[config.mk]
export PLATFORM = sky130hd
export DESIGN_NAME = fetch_unit
export DESIGN_NICKNAME = d
export VERILOG_FILES = /design/src/rtl/isa_pkg.sv /design/src/rtl/instr_len_decode.sv /design/src/rtl/fetch_unit.sv
export SDC_FILE = /design/constraint.sdc
export NUM_CORES = 1
export LEC_CHECK = 0
export CORE_MARGIN = 3
export CORE_UTILIZATION = 50
export DETAILED_ROUTE_END_ITERATION = 8
export HOLD_SLACK_MARGIN = 0.02
export PLACE_DENSITY = 0.91
export SLEW_MARGIN = 20
export SYNTH_ARGS = -nofsm -noshare
export SYNTH_HDL_FRONTEND = slang
export SYNTH_SLANG_ARGS = --single-unit
[constraint.sdc]
create_clock -name clk -period 3.6 [get_ports clk]
set_clock_uncertainty 0.05 [all_clocks]
set_input_delay 0.9 -clock clk [delete_from_list [all_inputs] [get_ports clk]]
set_output_delay 0.9 -clock clk [all_outputs]
set_load 0.05 [all_outputs]
[src/rtl/isa_pkg.sv]
// Shared ISA definitions: opcode field, opcode constants and fetch FSM states.
package isa_pkg;

  localparam int OPC_HI = 15;
  localparam int OPC_LO = 11;
  localparam int OPC_W  = OPC_HI - OPC_LO + 1;

  localparam logic [OPC_W-1:0] OP_NOP = 5'b00000;
  localparam logic [OPC_W-1:0] OP_IMM = 5'b00001;  // memory-read / immediate-source
  localparam logic [OPC_W-1:0] OP_ALU = 5'b00010;
  localparam logic [OPC_W-1:0] OP_JMP = 5'b00011;

  typedef enum logic [1:0] {
    IDLE,
    FETCH_OP,
    FETCH_IMM,
    ISSUE
  } fetchState_t;

  // Only the immediate-source opcode carries a second (immediate) word.
  function automatic logic isTwoWord(input logic [OPC_W-1:0] opCode);
    return opCode == OP_IMM;
  endfunction

endpackage

[src/rtl/instr_len_decode.sv]
// Instruction length decode: flags opcodes that are followed by an immediate word.
module instr_len_decode
  import isa_pkg::*;
(
  input  logic [OPC_W-1:0] opCode,
  output logic             twoWord
);

  assign twoWord = isTwoWord(opCode);

endmodule

[src/rtl/fetch_unit.sv]
// Instruction fetch stage: PC, memory read handshake, two-word assembly and
// issue to decode with stall hold and branch flush.
//
// state     | meaning
// ----------+---------------------------------------------------------
// IDLE      | just out of reset; one cycle before the first fetch
// FETCH_OP  | reading the opcode word at pc
// FETCH_IMM | reading the immediate word of a two-word instruction
// ISSUE     | instruction presented to decode, held while stalled
module fetch_unit
  import isa_pkg::*;
#(
  parameter int                ADDR_W   = 16,
  parameter int                INSTR_W  = 16,
  parameter logic [ADDR_W-1:0] RESET_PC = '0
) (
  input  logic               clk,
  input  logic               rst,
  output logic               imem_rd,
  output logic [ADDR_W-1:0]  imem_addr,
  input  logic [INSTR_W-1:0] imem_data,
  input  logic               imem_valid,
  input  logic               stall,
  input  logic               branch_taken,
  input  logic [ADDR_W-1:0]  branch_target,
  output logic [INSTR_W-1:0] instr_out,
  output logic [INSTR_W-1:0] imm_out,
  output logic [ADDR_W-1:0]  instr_pc,
  output logic               instr_valid
);

  fetchState_t        state;
  logic [ADDR_W-1:0]  pc;
  logic [INSTR_W-1:0] opWord;
  logic               twoWord;

  instr_len_decode uLenDecode (
    .opCode  (imem_data[OPC_HI:OPC_LO]),
    .twoWord (twoWord)
  );

  // Memory request is a pure decode of state, so reset drops it immediately.
  assign imem_rd   = (state == FETCH_OP) || (state == FETCH_IMM);
  assign imem_addr = pc;

  // Fetch FSM, PC and registered issue outputs; a branch outranks everything but IDLE.
  always_ff @(posedge clk or posedge rst) begin
    if (rst) begin
      state       <= IDLE;
      pc          <= RESET_PC;
      opWord      <= '0;
      instr_out   <= '0;
      imm_out     <= '0;
      instr_pc    <= '0;
      instr_valid <= 1'b0;
    end else if (state == IDLE) begin
      state <= FETCH_OP;
    end else if (branch_taken) begin
      pc          <= branch_target;
      opWord      <= '0;
      instr_valid <= 1'b0;
      state       <= FETCH_OP;
    end else begin
      case (state)
        FETCH_OP: begin
          if (imem_valid) begin
            opWord   <= imem_data;
            instr_pc <= pc;
            pc       <= pc + 1'b1;
            if (twoWord) begin
              state <= FETCH_IMM;
            end else begin
              instr_out   <= imem_data;
              imm_out     <= '0;
              instr_valid <= 1'b1;
              state       <= ISSUE;
            end
          end
        end
        FETCH_IMM: begin
          if (imem_valid) begin
            imm_out     <= imem_data;
            instr_out   <= opWord;
            pc          <= pc + 1'b1;
            instr_valid <= 1'b1;
            state       <= ISSUE;
          end
        end
        ISSUE: begin
          if (!stall) begin
            instr_valid <= 1'b0;
            state       <= FETCH_OP;
          end
        end
        default: begin
          state <= IDLE;
        end
      endcase
    end
  end

endmodule
### PDN straps and rails

The bar under the picture is 20 um long. Pins as bars on the die edge.
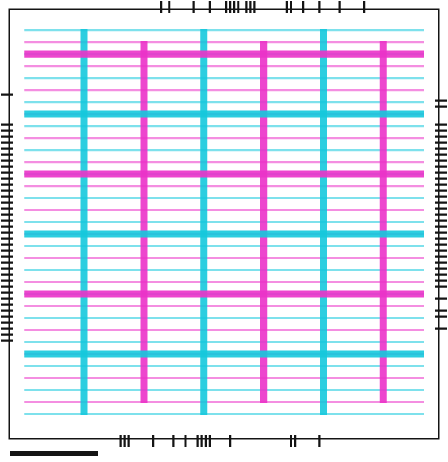
legend:
  magenta:
    net: VDD
  cyan:
    net: VSS
met1 rails: 33
met5 straps: 6
rows: 32
met4 straps: 6
signal pins: 103
core area: 0.00789 sq mm
die width: 97.0 um
Die H: 97.0 um

### Cells colored by class

The bar under the picture is 20 um long.
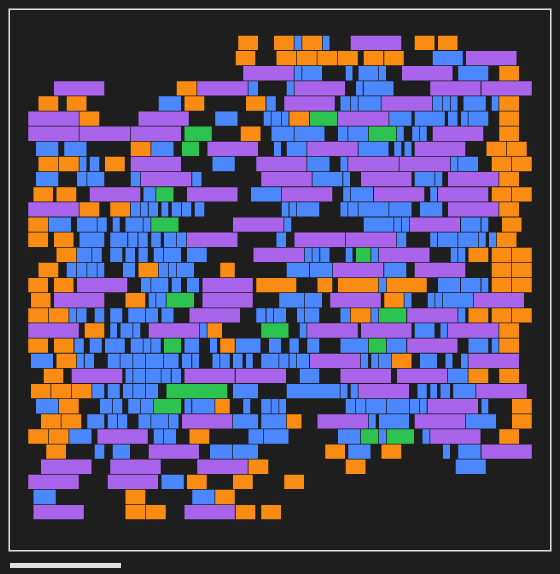
legend:
  green:
    class: clock drivers and dummy loads
    cells: 16
  orange:
    class: remaining buffers and delay cells
    cells: 111
  purple:
    class: registers
    cells: 83
  blue:
    class: remaining logic cells
    cells: 281

### Clock wires, drivers and flops

The bar under the picture is 20 um long.
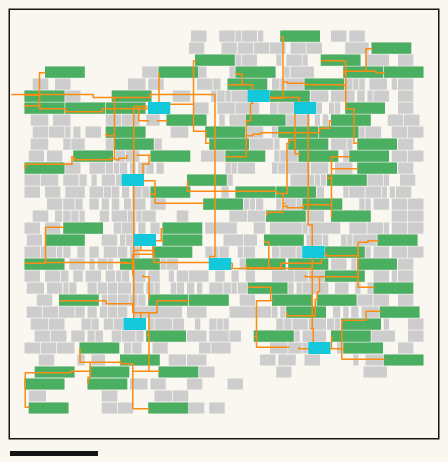
legend:
  orange:
    item: clock wires
    length: 1010 um
  cyan:
    item: clock-net drivers
    count: 9
  green:
    item: flip-flops
    count: 83
flops lie: spread over the die
routed clock nets: 10

### Signal wires by layer

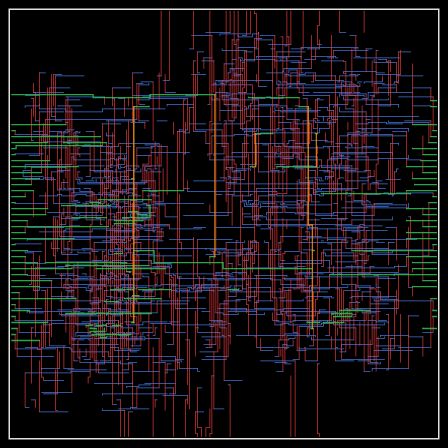
legend:
  blue:
    layer: M1
    wire_length: 4240 um
  orange:
    layer: M4
    wire_length: 152 um
  green:
    layer: M3
    wire_length: 783 um
  red:
    layer: M2
    wire_length: 5010 um
GRT Overall Usage: 22.4%
Vias: 3395

==> results.toml <==
# synthesis and place-and-route metrics
[outcome]
status = "finished, final reports clean"

[detailed_routing]
drc = 0
dr_wl_met2_um = 5010
antenna_left = 0
wire_per_inst_um = 17.2
drt_wl_total_um = 10200
wl_met3_um = 782

[clocking]
cts_root_buffer = "clkbuf_8"
h-tree-depth = 3
clockBufferDepth = 2

[synth]
synth_dominant_cell_count = "dfrtp_1"
top_cells_by_area = "dfrtp_1 50%, mux2_2 9.2%, nand2_1 5.6%, mux2_4 5.1%, mux2i_1 4.6%"
async_reset_ff_share_pct = 100
synthesis.area_sq_mm = 0.00414
ys_top_cells_by_count = "83 x dfrtp_1, 62 x nand2_1, 34 x mux2_2, 27 x nand3_1, 22 x inv_1"
ys_cells = 387
yosysChipArea_sq_mm = 0.00414
synth_cell_types = 43

[pwr]
power.density_mw_per_mm2 = 965
power_uw = 5280
ir_drop_uv = 621

[floorplan]
initCoreUtil_pct = 52.5
chip_area_sq_mm = 0.00942

[layout]
comb_share_pct = 33.9
flop-count = 83
antenna_cells = 0
final-nonclk-buf-share_pct = 20.6
drive_gt1_share_pct = 16.3

[final_timing]
tightest_slew_ps = 681
whs_ps = 418
min_period_ps = 3040
slew_headroom_pct = 54.6
finalMaxSlewViolations = 0
fmax_mhz = 329

[critical_path]
critical_path_class = "reg -> out"
startpoint_type = "flop"
critical_path_arrival_ps = 2090
reg2regPathDepth = 6
r2r_slack_ps = 1230

[global_routing]
grt_overflow = 0
first_global_vias = 3440

[flow_run]
cap_violations = 0
registers in the layout, indices dropped and copies added (netlist names):
signal       flops
imem_addr       16
imm_out         16
instr_out       16
instr_pc        16
opWord          16
state            2
instr_valid      1
layout by cell type, fill, tap and decap left out, types with 7 or more instances in the layout:
cell type / n
clkdlybuf4s50_1: 102
dfrtp_1: 83
nand2_1: 62
mux2_2: 34
nand3_1: 27
inv_1: 21
mux2i_1: 19
a21oi_1: 17
mux2_4: 14
o21ai_0: 10
clkbuf_8: 9
nor2_1: 8
nor3_1: 8
ha_1: 8
nor4_1: 7
worst max-delay path, cell delays in order, from the launching register on:
cell	delay [ps]
dfrtp_1	450
inv_1	120
ha_1	340
clkdlybuf4s50_1	810
stage by stage:
step	setup slack [ps]	area, sq um	std cells
final	561	5480	593
after global placement	338	5270	577
after detailed placement	304	5270	577
after CTS	531	5480	593
after global routing	475	5480	593
after floorplan	513	4140	387
cell families after synthesis:
kind of cell	Yosys count	synth area share (%)
buf+inv	45	5.10
mux	67	18.9
fa+ha+maj	8	2.42
flops	83	50.1
compound gates	47	7.43
simple gates	137	16.0
where the power goes:
part | switching (uW) | internal, uW | total (uW)
Combinational | 1830 | 1090 | 2920
Sequential | 361 | 1310 | 1670
Clock | 366 | 330 | 696
Total | 2560 | 2720 | 5280
path summary, 6_finish.rpt:
kind	start	endpoint
worst min-delay path	opWord[0]$_DFFE_PP0P_	opWord[0]$_DFFE_PP0P_
max in group asynchronous	rst	opWord[12]$_DFFE_PP0P_
worst max-delay path	state[0]$_DFFE_PP0P_	imem_rd
worst min register to register	opWord[0]$_DFFE_PP0P_	opWord[0]$_DFFE_PP0P_
worst max register to register	state[1]$_DFFE_PP0P_	instr_out[9]$_DFFE_PP0P_
min in group asynchronous	rst	opWord[7]$_DFFE_PP0P_
Power and IR drop assume default switching activity.
